==> run_1/port_nets.png <==
(4 px per µm)
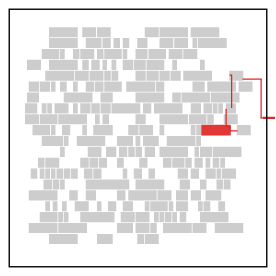
==> run_1/metal_stack.png <==
(8 px per µm) Two of the layers only.
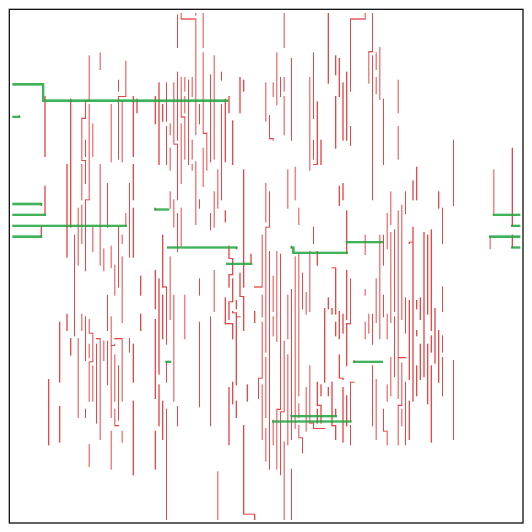
==> run_1/pins.png <==
(8 px per µm) Pins as bars across the die edge, other pins in grey.
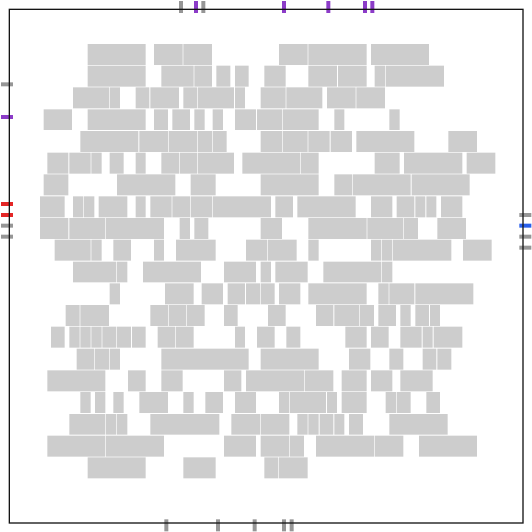
$ cat src/rtl/hpdmc_ddrseq_if.sv
`default_nettype none
// ============================================================================
//  Module   : hpdmc_ddrseq_if
//  Purpose  : Scheduler-side and I/O-side signals of the HPDMC DDR sequencer.
//  Revision : 1.0 - initial release
// ============================================================================
interface hpdmc_ddrseq_if;
    logic       issue_read;
    logic       issue_write;
    logic       read_safe;
    logic       write_safe;
    logic       direction;
    logic       wdata_next;
    logic       rdata_valid;
    logic [1:0] dly_cmd;
    logic       dly_ack;
    logic [5:0] tap;
    logic       idelay_rst;
    logic       idelay_ce;
    logic       idelay_inc;
    logic       proto_err;

    modport master (
        output issue_read, issue_write, dly_cmd,
        input  read_safe, write_safe, direction, wdata_next, rdata_valid,
               dly_ack, tap, idelay_rst, idelay_ce, idelay_inc, proto_err
    );

    modport slave (
        input  issue_read, issue_write, dly_cmd,
        output read_safe, write_safe, direction, wdata_next, rdata_valid,
               dly_ack, tap, idelay_rst, idelay_ce, idelay_inc, proto_err
    );
endinterface
`default_nettype wire

$ cat src/rtl/hpdmc_ddrseq.sv
`default_nettype none
// ============================================================================
//  Module   : hpdmc_ddrseq
//  Purpose  : DDR data-path sequencer: burst tracking, bus turnaround spacing
//             and IDELAY tap adjustment during quiet bus gaps.
//  Revision : 1.0 - initial release
// ============================================================================
module hpdmc_ddrseq #(
    parameter int READ_LAT = 4,   // must be >= 2
    parameter int BURST    = 2,   // must be >= 2
    parameter int TURN     = 2,
    parameter int SETTLE   = 3,   // must be >= 1
    parameter int TAP_MAX  = 63
) (
    input  wire           sys_clk,
    input  wire           sys_rst_n,
    hpdmc_ddrseq_if.slave bus
);

    localparam int c_CNT_W  = $clog2(READ_LAT + BURST + TURN + 1);
    localparam int c_SCNT_W = (SETTLE > 1) ? $clog2(SETTLE) : 1;
    localparam int c_RSR_W  = READ_LAT + BURST - 2;
    localparam int c_WSR_W  = BURST - 1;

    localparam logic [c_CNT_W-1:0]  c_CNT_ONE   = c_CNT_W'(1);
    localparam logic [c_CNT_W-1:0]  c_SAME_GAP  = c_CNT_W'(BURST - 1);
    localparam logic [c_CNT_W-1:0]  c_R2W_GAP   = c_CNT_W'(READ_LAT + BURST + TURN - 1);
    localparam logic [c_CNT_W-1:0]  c_W2R_GAP   = c_CNT_W'(BURST + TURN);
    localparam logic [c_SCNT_W-1:0] c_SCNT_LOAD = c_SCNT_W'(SETTLE - 1);
    localparam logic [c_SCNT_W-1:0] c_SCNT_ONE  = c_SCNT_W'(1);
    localparam logic [5:0]          c_TAP_MAX   = 6'(TAP_MAX);

    typedef enum logic [2:0] {
        S_IDLE       = 3'd0,
        S_WAIT_QUIET = 3'd1,
        S_PULSE      = 3'd2,
        S_SETTLE     = 3'd3,
        S_ACK        = 3'd4
    } dstate_t;

    dstate_t              r_dstate, w_dstate_next;
    logic [c_CNT_W-1:0]   r_rcnt, r_wcnt, w_rcnt_next, w_wcnt_next;
    logic [c_SCNT_W-1:0]  r_scnt, w_scnt_next;
    logic [c_RSR_W-1:0]   r_rd_sr;
    logic [c_WSR_W-1:0]   r_wr_sr;
    logic [5:0]           r_tap;
    logic                 r_direction, r_wdata_next, r_rdata_valid, r_proto_err;
    logic                 r_idelay_rst, r_idelay_ce, r_idelay_inc, r_dly_ack;
    logic                 w_rst_next, w_ce_next, w_inc_next, w_ack_next, w_go_pulse;
    logic                 w_read_safe, w_write_safe, w_quiet, w_illegal;
    logic                 w_rd_go, w_wr_go, w_dly_idle;

    assign w_quiet      = (r_rcnt == '0) && (r_wcnt == '0);
    assign w_dly_idle   = (bus.dly_cmd == 2'b00) && (r_dstate == S_IDLE);
    assign w_read_safe  = (r_rcnt == '0) && w_dly_idle;
    assign w_write_safe = (r_wcnt == '0) && w_dly_idle;
    assign w_illegal    = (bus.issue_read  && !w_read_safe)  ||
                          (bus.issue_write && !w_write_safe) ||
                          (bus.issue_read  && bus.issue_write);
    assign w_rd_go      = bus.issue_read  && !w_illegal;
    assign w_wr_go      = bus.issue_write && !w_illegal;

    // Loads take the larger of the running count and the new spacing.
    always_comb begin
        w_rcnt_next = (r_rcnt != '0) ? r_rcnt - c_CNT_ONE : r_rcnt;
        w_wcnt_next = (r_wcnt != '0) ? r_wcnt - c_CNT_ONE : r_wcnt;
        if (w_rd_go) begin
            w_rcnt_next = (r_rcnt > c_SAME_GAP) ? r_rcnt : c_SAME_GAP;
            w_wcnt_next = (r_wcnt > c_R2W_GAP)  ? r_wcnt : c_R2W_GAP;
        end else if (w_wr_go) begin
            w_wcnt_next = (r_wcnt > c_SAME_GAP) ? r_wcnt : c_SAME_GAP;
            w_rcnt_next = (r_rcnt > c_W2R_GAP)  ? r_rcnt : c_W2R_GAP;
        end
    end

    always_comb begin
        w_dstate_next = r_dstate;
        w_scnt_next   = r_scnt;
        w_go_pulse    = 1'b0;
        w_rst_next    = 1'b0;
        w_ce_next     = 1'b0;
        w_inc_next    = 1'b0;
        w_ack_next    = 1'b0;
        case (r_dstate)
            S_IDLE: begin
                if (bus.dly_cmd != 2'b00) begin
                    w_dstate_next = S_WAIT_QUIET;
                    w_go_pulse    = w_quiet;
                end
            end
            S_WAIT_QUIET: w_go_pulse = w_quiet;
            S_PULSE: begin
                w_dstate_next = S_SETTLE;
                w_scnt_next   = c_SCNT_LOAD;
            end
            S_SETTLE: begin
                if (r_scnt == '0) begin
                    w_dstate_next = S_ACK;
                    w_ack_next    = 1'b1;
                end else begin
                    w_scnt_next = r_scnt - c_SCNT_ONE;
                end
            end
            S_ACK:   w_dstate_next = S_IDLE;
            default: w_dstate_next = S_IDLE;
        endcase
        // Saturated inc/dec still walks through SETTLE/ACK, just without a CE pulse.
        if (w_go_pulse) begin
            w_dstate_next = S_PULSE;
            case (bus.dly_cmd)
                2'b11: w_rst_next = 1'b1;
                2'b01: if (r_tap != c_TAP_MAX) begin
                    w_ce_next  = 1'b1;
                    w_inc_next = 1'b1;
                end
                2'b10: if (r_tap != '0) w_ce_next = 1'b1;
                default: ;
            endcase
        end
    end

    always_ff @(posedge sys_clk) begin
        if (!sys_rst_n) begin
            r_dstate      <= S_IDLE;
            r_rcnt        <= '0;
            r_wcnt        <= '0;
            r_scnt        <= '0;
            r_rd_sr       <= '0;
            r_wr_sr       <= '0;
            r_tap         <= '0;
            r_direction   <= 1'b0;
            r_wdata_next  <= 1'b0;
            r_rdata_valid <= 1'b0;
            r_proto_err   <= 1'b0;
            r_idelay_rst  <= 1'b0;
            r_idelay_ce   <= 1'b0;
            r_idelay_inc  <= 1'b0;
            r_dly_ack     <= 1'b0;
        end else begin
            r_dstate      <= w_dstate_next;
            r_rcnt        <= w_rcnt_next;
            r_wcnt        <= w_wcnt_next;
            r_scnt        <= w_scnt_next;
            r_rd_sr       <= (r_rd_sr << 1) | c_RSR_W'(w_rd_go);
            r_wr_sr       <= (r_wr_sr << 1) | c_WSR_W'(w_wr_go);
            r_direction   <= w_wr_go || (|r_wr_sr);
            r_wdata_next  <= w_wr_go || (|r_wr_sr);
            r_rdata_valid <= |r_rd_sr[c_RSR_W-1:READ_LAT-2];
            r_proto_err   <= r_proto_err || w_illegal;
            r_idelay_rst  <= w_rst_next;
            r_idelay_ce   <= w_ce_next;
            r_idelay_inc  <= w_inc_next;
            r_dly_ack     <= w_ack_next;
            if (r_idelay_rst)
                r_tap <= '0;
            else if (r_idelay_ce)
                r_tap <= r_idelay_inc ? r_tap + 6'd1 : r_tap - 6'd1;
        end
    end

    assign bus.read_safe   = w_read_safe;
    assign bus.write_safe  = w_write_safe;
    assign bus.direction   = r_direction;
    assign bus.wdata_next  = r_wdata_next;
    assign bus.rdata_valid = r_rdata_valid;
    assign bus.dly_ack     = r_dly_ack;
    assign bus.tap         = r_tap;
    assign bus.idelay_rst  = r_idelay_rst;
    assign bus.idelay_ce   = r_idelay_ce;
    assign bus.idelay_inc  = r_idelay_inc;
    assign bus.proto_err   = r_proto_err;

endmodule
`default_nettype wire

$ cat src/flat_wrapper.sv
// flat-port wrapper written by rule: the top's interface ports become plain ports
module hpdmc_ddrseq_flat 
#(
    parameter int READ_LAT = 4,                  
    parameter int BURST    = 2,                  
    parameter int TURN     = 2,
    parameter int SETTLE   = 3,                  
    parameter int TAP_MAX  = 63
)
  (sys_clk, sys_rst_n, bus_issue_read, bus_issue_write, bus_dly_cmd, bus_read_safe, bus_write_safe, bus_direction, bus_wdata_next, bus_rdata_valid, bus_dly_ack, bus_tap, bus_idelay_rst, bus_idelay_ce, bus_idelay_inc, bus_proto_err);
  hpdmc_ddrseq_if bus_i ();
  input  wire sys_clk;
  input  wire sys_rst_n;
  input wire logic [$bits(bus_i.issue_read)-1:0] bus_issue_read;
  input wire logic [$bits(bus_i.issue_write)-1:0] bus_issue_write;
  input wire logic [$bits(bus_i.dly_cmd)-1:0] bus_dly_cmd;
  output wire logic [$bits(bus_i.read_safe)-1:0] bus_read_safe;
  output wire logic [$bits(bus_i.write_safe)-1:0] bus_write_safe;
  output wire logic [$bits(bus_i.direction)-1:0] bus_direction;
  output wire logic [$bits(bus_i.wdata_next)-1:0] bus_wdata_next;
  output wire logic [$bits(bus_i.rdata_valid)-1:0] bus_rdata_valid;
  output wire logic [$bits(bus_i.dly_ack)-1:0] bus_dly_ack;
  output wire logic [$bits(bus_i.tap)-1:0] bus_tap;
  output wire logic [$bits(bus_i.idelay_rst)-1:0] bus_idelay_rst;
  output wire logic [$bits(bus_i.idelay_ce)-1:0] bus_idelay_ce;
  output wire logic [$bits(bus_i.idelay_inc)-1:0] bus_idelay_inc;
  output wire logic [$bits(bus_i.proto_err)-1:0] bus_proto_err;
  assign bus_i.issue_read = bus_issue_read;
  assign bus_i.issue_write = bus_issue_write;
  assign bus_i.dly_cmd = bus_dly_cmd;
  assign bus_read_safe = bus_i.read_safe;
  assign bus_write_safe = bus_i.write_safe;
  assign bus_direction = bus_i.direction;
  assign bus_wdata_next = bus_i.wdata_next;
  assign bus_rdata_valid = bus_i.rdata_valid;
  assign bus_dly_ack = bus_i.dly_ack;
  assign bus_tap = bus_i.tap;
  assign bus_idelay_rst = bus_i.idelay_rst;
  assign bus_idelay_ce = bus_i.idelay_ce;
  assign bus_idelay_inc = bus_i.idelay_inc;
  assign bus_proto_err = bus_i.proto_err;
  hpdmc_ddrseq #(.READ_LAT(READ_LAT), .BURST(BURST), .TURN(TURN), .SETTLE(SETTLE), .TAP_MAX(TAP_MAX)) u_core (.sys_clk(sys_clk), .sys_rst_n(sys_rst_n), .bus(bus_i));
endmodule
$ cat config.mk
export PLATFORM = sky130hd
export DESIGN_NAME = hpdmc_ddrseq_flat
export DESIGN_NICKNAME = d
export VERILOG_FILES = /design/src/rtl/hpdmc_ddrseq_if.sv /design/src/rtl/hpdmc_ddrseq.sv /design/src/flat_wrapper.sv
export SDC_FILE = /design/constraint.sdc
export NUM_CORES = 1
export LEC_CHECK = 0
export CAP_MARGIN = 40
export CORE_MARGIN = 3
export CORE_UTILIZATION = 48
export CTS_CLUSTER_DIAMETER = 60
export CTS_CLUSTER_SIZE = 30
export DETAILED_ROUTE_END_ITERATION = 6
export GPL_TIMING_DRIVEN = 0
export PLACE_DENSITY = 0.74
export SYNTH_ARGS = -nofsm -noshare
export SYNTH_HDL_FRONTEND = slang
export SYNTH_SLANG_ARGS = --single-unit
export TNS_END_PERCENT = 5
$ cat constraint.sdc
create_clock -name sys_clk -period 2.6 [get_ports sys_clk]
set_input_delay 0.52 -clock sys_clk [delete_from_list [all_inputs] [get_ports sys_clk]]
set_output_delay 0.52 -clock sys_clk [all_outputs]
set_load 0.05 [all_outputs]
==> qor.txt, run 1 <==
Routed WL: 3444 µm
Seq pwr share: 35.8%
Final total power: 1802 µW
Max_cap viols: 0
Clock tree buffer depth: 2
Top cells, area: dfxtp_1, ha_1, nor2_1
Vertical die size: 64.03 µm
DP HPWL: 2671 µm
Crit-path leading delay family: simple AND/OR/NAND/NOR gates
Drt initial violations: 66
Comb pwr share: 42.3%
Row cnt: 20
Sw Share: 38.56%
Area post-placement: 1897 µm²
Number of global-route vias before repair: 1,411
Routed vias/inst: 5.459
Register bit count reported by yosys: 31
H-tree depth: 2
Share of cells above drive strength 1: 10.80%
Mapped Area: 1617 µm²
Worst Tran Pin Value: 0.5121 ns
Max VDD drop: 0.0006602 V
Arrival @ worst endpoint: 2.70 ns
Synth Net Count: 204
Global route overflow: 0
Slowest stage delay, CP: 0.43 ns
Yosys chip area: 1617 µm²
Nets: 230
Max-area cell share: 38.39%
Layout Cells excl Fill: 257
Final core occ: 63.48%
Worst-path clk slew: 0.10 ns
Synth warnings: 0
Total GRT Usage: 19.08%
CTS Buf Count: 5
CP Cell Sequence: dlygate4sd2_1 > inv_1 > ha_2 > or4b_1 > buf_4 > or4_4 > buf_6 > and4b_1 > o31a_1
Core Region: 3128 µm²
Largest net degree at the start of global routing: 11
Ys cells: 186
Initial Util: 51.68%
Main flop type: dfxtp_1
Final ANT Viol Nets: 0
Crit start category: input port
Finished Cell Area: 1986 µm²
Post-synth EDFFs: 0
Post-CTS resize count: 20
Pwr Density: 907.7 nW/µm²
Post-Route Skew: 0.005487 ns
CTS root buf: clkbuf_4
DR WL/cell: 13.40 µm
Initial antenna violation count: 0
Outcome: complete, no violations
Mean cell area of the mapped netlist: 8.691 µm²
Dpl cells: 251
Layout Area Growth over Synthesis: 22.83%
F_max: 404.9 MHz
Hold Buf Count CTS: 0
Worst Setup Path Type: input port to register
Sinks on Clock Net: 31
Die X-Extent: 64.03 µm
Chip area: 4100 µm²
Post-synth top area cell: dfxtp_1
First-pass GRT wire length: 6154 µm
Final period utilization: 94.98%
Rel. slew slack: 65.75%
Final Setup Violations: 0
Seq share, synth: 38.39%
Hold Violations, Final: 0
Crit path capture type: register
Worst endpoint required time: 2.83 ns
Post-Syn Instances: 186
Slowest CP cell: or4b_1
Worst slack at placement: -0.7132 ns
Ant diodes: 0
Tool warnings: 29
Clk Latency, worst-skew pair: 0.33 ns
Hold Path Class: register to register
GPL Wtd Cong: 0.7995
Critical path buffers and inverters: 4
Static Leak: 0.0008290 µW
TritonCTS clock tree: done
P_sw: 695.0 µW
Pins Over Slew Limit: 0
Asr flop ratio synth: 0%
RSZ-0062 raised after global routing: false
Drt pass-1 iters: 4
Clock power share: 21.9%
Setup slack after layout: 0.1304 ns
Ports: 22
Post-synth cell types: 48
# port buffers: 21
Top cells by count: dfxtp_1, nor2_1, inv_1, ha_1
Notes on port_nets.png above:
[red] bus_wdata_next | bits: 1 | direction: output | edge: east | end cells: 1 | buffers: 2 | wire: 31.9 µm

Notes on metal_stack.png above:
[red] met2 | wire length: 1,760 µm
[green] met3 | wire length: 107 µm

Notes on pins.png above:
[purple] bus_tap | pins: 6 | direction: output | edge: 5 north, 1 west
[red] bus_dly_cmd | pins: 2 | direction: input | edge: west
[blue] bus_wdata_next | pins: 1 | direction: output | edge: east

run 1: cells by family after synthesis:
group                      share of synthesized area [%]
xor gates and xnor gates                           1.626
muxes                                              1.858
adders and majority gates                          9.752
buffers and inverters                              6.114
DFF                                                38.39
AOI/OAI and AO/OA                                  18.89
and+or+nand+nor                                    23.38
run 1: cells in the final DEF, fill, tap and decap left out, types with 4 or more instances in the layout:
cell	count
inv_1	14
nor3_1	4
ha_1	10
nand2_1	10
nand2b_1	5
clkbuf_4	5
nand3_1	8
o21ai_0	8
dfxtp_1	31
clkdlybuf4s50_1	17
nor2_1	17
a21oi_1	10
run 1: final cells by class:
| cell class | count | area [µm²] |
|---|---|---|
| plain buffers | 6 | 37.54 |
| inverters | 15 | 56.30 |
| fillers | 278 | 1142 |
| repair buffers | 21 | 210.2 |
| clock buffers | 6 | 51.30 |
| flip-flops and latches | 31 | 620.6 |
| well taps | 44 | 55.05 |
| multi-input cells | 132 | 919.6 |
| clock inverters | 2 | 35.03 |
run 1: stage by stage:
stage / hold WS (ns) / TNS [ns]
after global placement: 0.4157 / -2.815
after floorplan: 0.4119 / 0
final: 0.4421 / 0
after detailed placement: 0.4218 / -3.310
after global routing: 0.4748 / 0
after CTS: 0.4449 / 0
run 1: per-layer routing:
metal / up-vias / wire [µm] / GRT usage, %
met4: 0 / 54 / 7.547
li1: 714 / - / -
met3: 7 / 106 / 4.569
met1: 661 / 1525 / 21.90
met5: - / 0 / 0
met2: 21 / 1758 / 33.68
run 1: power by group through the flow:
stage          Clock (µW)  Combinational, µW  Sequential (µW)
4_1_cts               402                759              644
3_3_place_gp            0                692              645
3_5_place_dp            0                748              654
6_report              394                763              646
2_1_floorplan           0                535              676
5_1_grt               421                858              657
run 1: registers in the layout, indices dropped and copies added, names as in the netlist:
name / count
u_core.bus.tap: 6
u_core.r_rcnt: 4
u_core.r_rd_sr: 4
u_core.r_wcnt: 4
u_core.r_dstate: 3
u_core.r_scnt: 2
u_core.bus.direction: 1
u_core.bus.dly_ack: 1
u_core.bus.idelay_ce: 1
u_core.bus.idelay_inc: 1
u_core.bus.idelay_rst: 1
u_core.bus.proto_err: 1
u_core.bus.rdata_valid: 1
u_core.r_wr_sr: 1
run 1: path summary, 6_finish.rpt:
path,slack (ns),to,depth (start not counted),from
setup / recovery,0.13,u_core.r_wcnt[2]$_SDFFE_PN0P_,9,bus_dly_cmd[0]
hold / removal,0.44,u_core.r_rd_sr[1]$_SDFF_PN0_,1,u_core.r_rd_sr[0]$_SDFF_PN0_
setup reg to reg,0.20,u_core.r_wcnt[1]$_SDFFE_PN0P_,7,u_core.r_wcnt[0]$_SDFFE_PN0P_
hold reg to reg,0.44,u_core.r_rd_sr[1]$_SDFF_PN0_,1,u_core.r_rd_sr[0]$_SDFF_PN0_
## Run 2: what changed since run 1
--- a/config.mk
+++ b/config.mk
@@ -7,12 +7,11 @@
 export LEC_CHECK = 0
 export CAP_MARGIN = 40
 export CORE_MARGIN = 3
-export CORE_UTILIZATION = 48
+export CORE_UTILIZATION = 38
 export CTS_CLUSTER_DIAMETER = 60
 export CTS_CLUSTER_SIZE = 30
 export DETAILED_ROUTE_END_ITERATION = 6
 export GPL_TIMING_DRIVEN = 0
-export PLACE_DENSITY = 0.74
 export SYNTH_ARGS = -nofsm -noshare
 export SYNTH_HDL_FRONTEND = slang
 export SYNTH_SLANG_ARGS = --single-unit
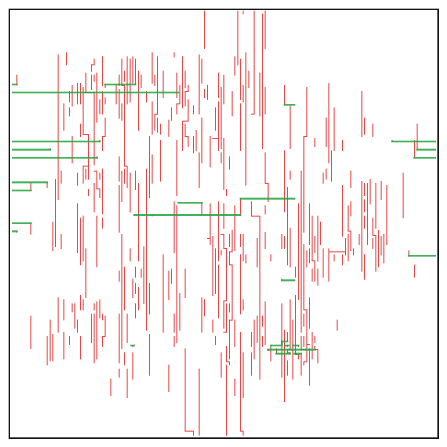
(run_2/metal_stack.png)
(6 px per µm) Two of the layers only.
[green] met3 | wire length: 149 µm
[red] met2 | wire length: 1,690 µm
routed vias: 1,447
DR WL/cell: 13.08 µm
Routed WL: 3466 µm
Total GRT Usage: 15.19%

==> qor.txt, run 2 <==
Period minus WS final: 2.515 ns
Register bit count reported by yosys: 31
Final period utilization: 96.73%
Clk Latency, worst-skew pair: 0.28 ns
Simple-Gate Area Share: 23.37%
Top cells by count: dfxtp_1, nor2_1, inv_1, ha_1
DP HPWL: 2635 µm
Hold Path Class: register to register
Post-synth cell types: 48
Crit-path max FO: 8
Synth Area in XOR/XNOR: 1.625%
Number of global-route vias before repair: 1,436
H-tree depth: 2
Hold Buf Count CTS: 0
Mapped Area: 1617 µm²
Ys cells: 186
Largest net degree at the start of global routing: 11
Share of cells above drive strength 1: 11.63%
Post-Route Skew: 0.004656 ns
Post-synth top area cell: dfxtp_1
Core Region: 4058 µm²
Hold depth: 1
Crit start category: input port
Main flop type: dfxtp_1
Static Leak: 0.0008481 µW
Tool warnings: 29
Synth Area in Compound Gates: 18.89%
Logic depth of the worst register-to-register path: 7
Drt pass-1 iters: 5
Pwr Density: 917.8 nW/µm²
Final Setup Violations: 0
Initial antenna violation count: 0
Worst endpoint required time: 2.77 ns
Drt initial violations: 87
Area post-placement: 1904 µm²
Top cells, area: dfxtp_1, ha_1, nor2_1
Max reg flops: 6
Finished Cell Area: 2028 µm²
Hold Path End: u_core.r_rd_sr[1]$_SDFF_PN0_
Crit path capture type: register
MUX share of area: 1.858%
RSZ-0062 raised after global routing: false
Initial Util: 39.84%
Arrival @ worst endpoint: 2.69 ns
Synth warnings: 0
Global route overflow: 0
Post-Syn Instances: 186
Most instantiated logic cell after routing: dfxtp_1
Pins Over Slew Limit: 0
Worst Tran Pin Value: 0.5245 ns
Die X-Extent: 71.23 µm
Ant diodes: 0
F_max: 397.6 MHz
Worst R2R End: u_core.r_wcnt[2]$_SDFFE_PN0P_
Final ANT Viol Nets: 0
Most numerous logic cells after layout: dfxtp_1, nor2_1, clkdlybuf4s50_1
TritonCTS clock tree: done
Post-route DRC: 0
Asr flop ratio synth: 0%
Synth Net Count: 204
Reg2reg start: u_core.r_rcnt[0]$_SDFFE_PN0P_
Outcome: complete, no violations
GPL Wtd Cong: 0.7346
Hold Path Origin: u_core.r_rd_sr[0]$_SDFF_PN0_
CTS root buf: clkbuf_8
Max_cap viols: 0
Post-synth EDFFs: 0
Layout Area Growth over Synthesis: 25.46%
Hold_ws: 0.4362 ns
Sinks on Clock Net: 31
Seq share, synth: 38.39%
Routed vias/inst: 5.460
Worst-path clk slew: 0.06 ns
Final total power: 1862 µW
Max-area cell share: 38.39%
Worst Setup Path Type: input port to register
Vertical die size: 71.23 µm
Rel. slew slack: 64.71%
Most numerous cell in the Yosys netlist: dfxtp_1
Dpl cells: 257
CTS Buf Count: 5
Yosys chip area: 1617 µm²
Nets: 232
First-pass GRT wire length: 6127 µm
Ports: 22
Row cnt: 23
Mean cell area of the mapped netlist: 8.691 µm²
Chip area: 5073 µm²
Clock tree buffer depth: 2
Layout Cells excl Fill: 265
Register-to-Register Setup Slack: 0.20 ns
Setup TNS: 0 ns
# port buffers: 21
Adder Share, Synth: 9.752%
Main logic family: simple AND/OR/NAND/NOR gates
Hold Violations, Final: 0
Max VDD drop: 0.0004119 V
## run 2: netlist changes by cell type in the layout (fill, tap and decap cells not counted), sizes merged
| cell | delta |
|---|---|
| buf | +1 |
| clkbuf | +1 |
## run 2: cell type report
cell class	instances	area [µm²]
Fill cell	389	2029
Multi-Input combinational cell	132	914.6
Sequential cell	31	620.6
Timing Repair Buffer	22	214.0
Clock buffer	6	82.58
Tap cell	50	62.56
Inverter	15	56.30
Buffer	7	42.54
Clock inverter	2	35.03
## run 2: cells by family (layout without fill, tap and decap cells)
kind of cell	after synthesis	count (layout)
simple gates	70	70
compound gates	44	44
flops	31	31
buf+inv	23	52
fa+ha+maj	12	12
xor+xnor	3	3
mux	3	3
## run 2: power by group
group | internal [µW] | leakage (µW) | total (µW) | switching [µW]
combinational | 306 | 0.000535 | 730 | 424
sequential | 561 | 0.000252 | 642 | 81.7
clock | 310 | 0.0000612 | 489 | 179
total | 1180 | 0.000848 | 1860 | 685
## run 2: worst max path at each step
stage	from	to	cells past startpoint	slack, ns
after floorplan	bus_dly_cmd[0]	bus_write_safe	5	0.10
after global placement	bus_dly_cmd[0]	bus_write_safe	7	-0.71
after detailed placement	bus_dly_cmd[0]	bus_write_safe	7	-0.72
after CTS	u_core.r_rcnt[0]$_SDFFE_PN0P_	bus_read_safe	6	0.04
after global routing	bus_dly_cmd[1]	u_core.r_wcnt[2]$_SDFFE_PN0P_	9	0.02
final	bus_dly_cmd[0]	u_core.r_wcnt[2]$_SDFFE_PN0P_	9	0.08
## run 2: stage by stage
stage / util (%) / setup WS, ns
after floorplan: - / 0.1009
after global placement: 46.93 / -0.7131
after detailed placement: 46.93 / -0.7242
after CTS: 49.95 / 0.04391
after global routing: 49.98 / 0.01513
final: 49.98 / 0.08498
## run 2: timing repair
action | in CTS | in global routing
pin swaps | 0 | 0
buffers inserted | 1 | 0
gates resized | 17 | 4
setup endpoints to repair | 4 | 4
## run 2: routing by layer
| metal | part of all wire, % | vias to the layer above | wire length (µm) | track usage, % |
|---|---|---|---|---|
| met4 | 2.0 | 0 | 71 | 7.098 |
| met2 | 49 | 32 | 1689 | 26.53 |
| met3 | 4.3 | 9 | 148 | 3.927 |
| li1 | - | 718 | - | - |
| met5 | 0 | - | 0 | 0 |
| met1 | 45 | 688 | 1555 | 17.19 |
## run 2: worst max-delay path: stages
cell and delay (ns):
dlygate4sd2_1 0.26, inv_2 0.07, ha_2 0.18, or4b_1 0.42, buf_4 0.17, or4_4 0.42, buf_6 0.15, and4b_1 0.20
o31a_1 0.29
## Run 3: what changed since run 2
--- a/config.mk
+++ b/config.mk
@@ -5,9 +5,9 @@
 export SDC_FILE = /design/constraint.sdc
 export NUM_CORES = 1
 export LEC_CHECK = 0
-export CAP_MARGIN = 40
+export CAP_MARGIN = 20
 export CORE_MARGIN = 3
-export CORE_UTILIZATION = 38
+export CORE_UTILIZATION = 40
 export CTS_CLUSTER_DIAMETER = 60
 export CTS_CLUSTER_SIZE = 30
 export DETAILED_ROUTE_END_ITERATION = 6
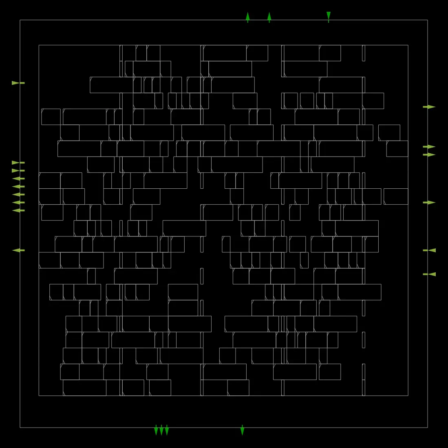
(run_3/final_placement.png)
row cnt: 22
Seq/total area: 31.27%
Layout Cells excl Fill: 260
final-layout fill cell count: 351

==> qor.txt, run 3 <==
Mean cell area of the mapped netlist: 8.691 µm²
Ys cells: 186
Tool warnings: 30
Clock power share: 21.3%
Mapped Area: 1617 µm²
Period minus WS final: 2.548 ns
Post-synth cell types: 48
Initial antenna violation count: 0
Top cells, area: dfxtp_1, ha_1, nor2_1
Most numerous cell in the Yosys netlist: dfxtp_1
Comb pwr share: 42.2%
Nets: 230
Finished Cell Area: 1984 µm²
Hold Path Class: register to register
Sinks on Clock Net: 31
Max VDD drop: 0.0003085 V
Post-synth EDFFs: 0
Rel. slew slack: 65.85%
Crit path capture type: register
Routed WL: 3590 µm
Post-CTS Setup Repair Bufs: 0
Yosys chip area: 1617 µm²
RSZ-0062 raised after global routing: true
Seq share, synth: 38.39%
Chip area: 4840 µm²
Asr flop ratio synth: 0%
Logic depth of the worst register-to-register path: 7
Worst endpoint required time: 2.77 ns
Dpl cells: 255
CTS Buf Count: 5
Internal: 1074 µW
GPL Wtd Cong: 0.8077
Arrival @ worst endpoint: 2.72 ns
CTS root buf: clkbuf_8
Crit-path max FO: 8
P_sw: 692.2 µW
Clock tree buffer depth: 2
Core Region: 3771 µm²
Hold Buf Count CTS: 0
Outcome: complete, no violations
TritonCTS clock tree: done
Ant diodes: 0
Max-area cell share: 38.39%
FF+latch area: 620.6 µm²
Ports: 22
Routed vias: 1,409
F_max: 392.5 MHz
Pwr Density: 890.1 nW/µm²
Share of cells above drive strength 1: 9.906%
# port buffers: 21
Worst Tran Pin Value: 0.5076 ns
DP HPWL: 2666 µm
Register bit count reported by yosys: 31
Drt pass-1 iters: 4
Area post-placement: 1902 µm²
Most instantiated logic cell after routing: dfxtp_1
Total GRT Usage: 15.05%
Largest net degree at the start of global routing: 11
Main flop type: dfxtp_1
Die X-Extent: 69.57 µm
Max_cap viols: 0
Final period utilization: 98.00%
Worst Setup Path Type: input port to register
Final Setup Violations: 0
Routed vias/inst: 5.419
Most numerous logic cells after layout: dfxtp_1, nor2_1, clkdlybuf4s50_1
Synth warnings: 0
Pins Over Slew Limit: 0
Layout Area Growth over Synthesis: 22.76%
Synth Net Count: 204
First-pass GRT wire length: 5844 µm
Post-synth top area cell: dfxtp_1
## run 3: cell count changes in the layout (fill, tap and decap cells not counted), sizes merged
cell / delta
clkbuf: -1
bufinv: -1
buf: -1
## run 3: power groups by stage
| stage | clock network (µW) | registers, µW | logic [µW] |
|---|---|---|---|
| finish | 376 | 645 | 746 |
| global route | 405 | 658 | 825 |
| CTS | 384 | 644 | 742 |
| detailed placement | 0 | 655 | 742 |
| global placement | 0 | 648 | 707 |
| floorplan | 0 | 676 | 535 |
## run 3: kinds of logic (layout without fill, tap and decap cells)
logic type               Yosys count  in the layout  synth area share [%]
AND-OR/OR-AND                     44             44                 18.89
XOR/XNOR                           3              3                 1.626
adder cells (fa/ha/maj)           12             12                 9.752
buffers and inverters             23             49                 6.114
flip-flops                        31             31                 38.39
multiplexers                       3              3                 1.858
AND/OR/NAND/NOR                   70             70                 23.38
## run 3: final timing paths
kind	from	endpoint	slack, ns
setup / recovery	bus_dly_cmd[1]	u_core.r_wcnt[2]$_SDFFE_PN0P_	0.05
hold / removal	u_core.r_rd_sr[0]$_SDFF_PN0_	u_core.r_rd_sr[1]$_SDFF_PN0_	0.43
setup reg to reg	u_core.r_wcnt[0]$_SDFFE_PN0P_	u_core.r_wcnt[1]$_SDFFE_PN0P_	0.21
hold reg to reg	u_core.r_rd_sr[0]$_SDFF_PN0_	u_core.r_rd_sr[1]$_SDFF_PN0_	0.43
## run 3: metal layers
layer,vias up,wire length [µm],track usage (%)
met3,6,172,5.507
met4,0,53,5.640
li1,712,-,-
met2,29,1751,25.85
met5,-,0,0
met1,662,1613,16.92
## run 3: layout make-up
cell class	count	share of cell area, %
buffer	6	1.765
clock buffer	6	4.161
clock inverter	1	0.2522
inverter	15	2.837
multi-input combinational	132	46.09
sequential	31	31.27
tap	48	3.026
timing repair buffer	21	10.59
## run 3: through the flow
| step | hold WS (ns) | total power [µW] | util (%) | setup WS, ns | TNS (ns) |
|---|---|---|---|---|---|
| after floorplan | 0.4119 | 1211 | - | 0.1009 | 0 |
| after global routing | 0.4632 | 1888 | 52.62 | -0.01417 | -0.01417 |
| after detailed placement | 0.4283 | 1397 | 50.43 | -0.7476 | -3.624 |
| after CTS | 0.4423 | 1770 | 52.46 | 0.03387 | 0 |
| final | 0.4350 | 1766 | 52.62 | 0.05210 | 0 |
| after global placement | 0.4180 | 1354 | 50.43 | -0.7061 | -2.975 |
## run 3: repair_timing
action | 4_1_cts | 5_1_grt
pin swaps | 0 | 0
gates resized | 15 | 3
endpoints found under the hold margin | 0 | 0
endpoints found under the setup margin | 4 | 3
## run 3: worst max-delay path, stage by stage
cell and delay (ns):
dlygate4sd2_1 0.27, inv_1 0.09, ha_1 0.18, or4b_1 0.43, buf_2 0.18, or4_4 0.42, buf_6 0.15, and4b_1 0.20
o31a_1 0.28
Power is estimated from default activity; no workload was simulated.
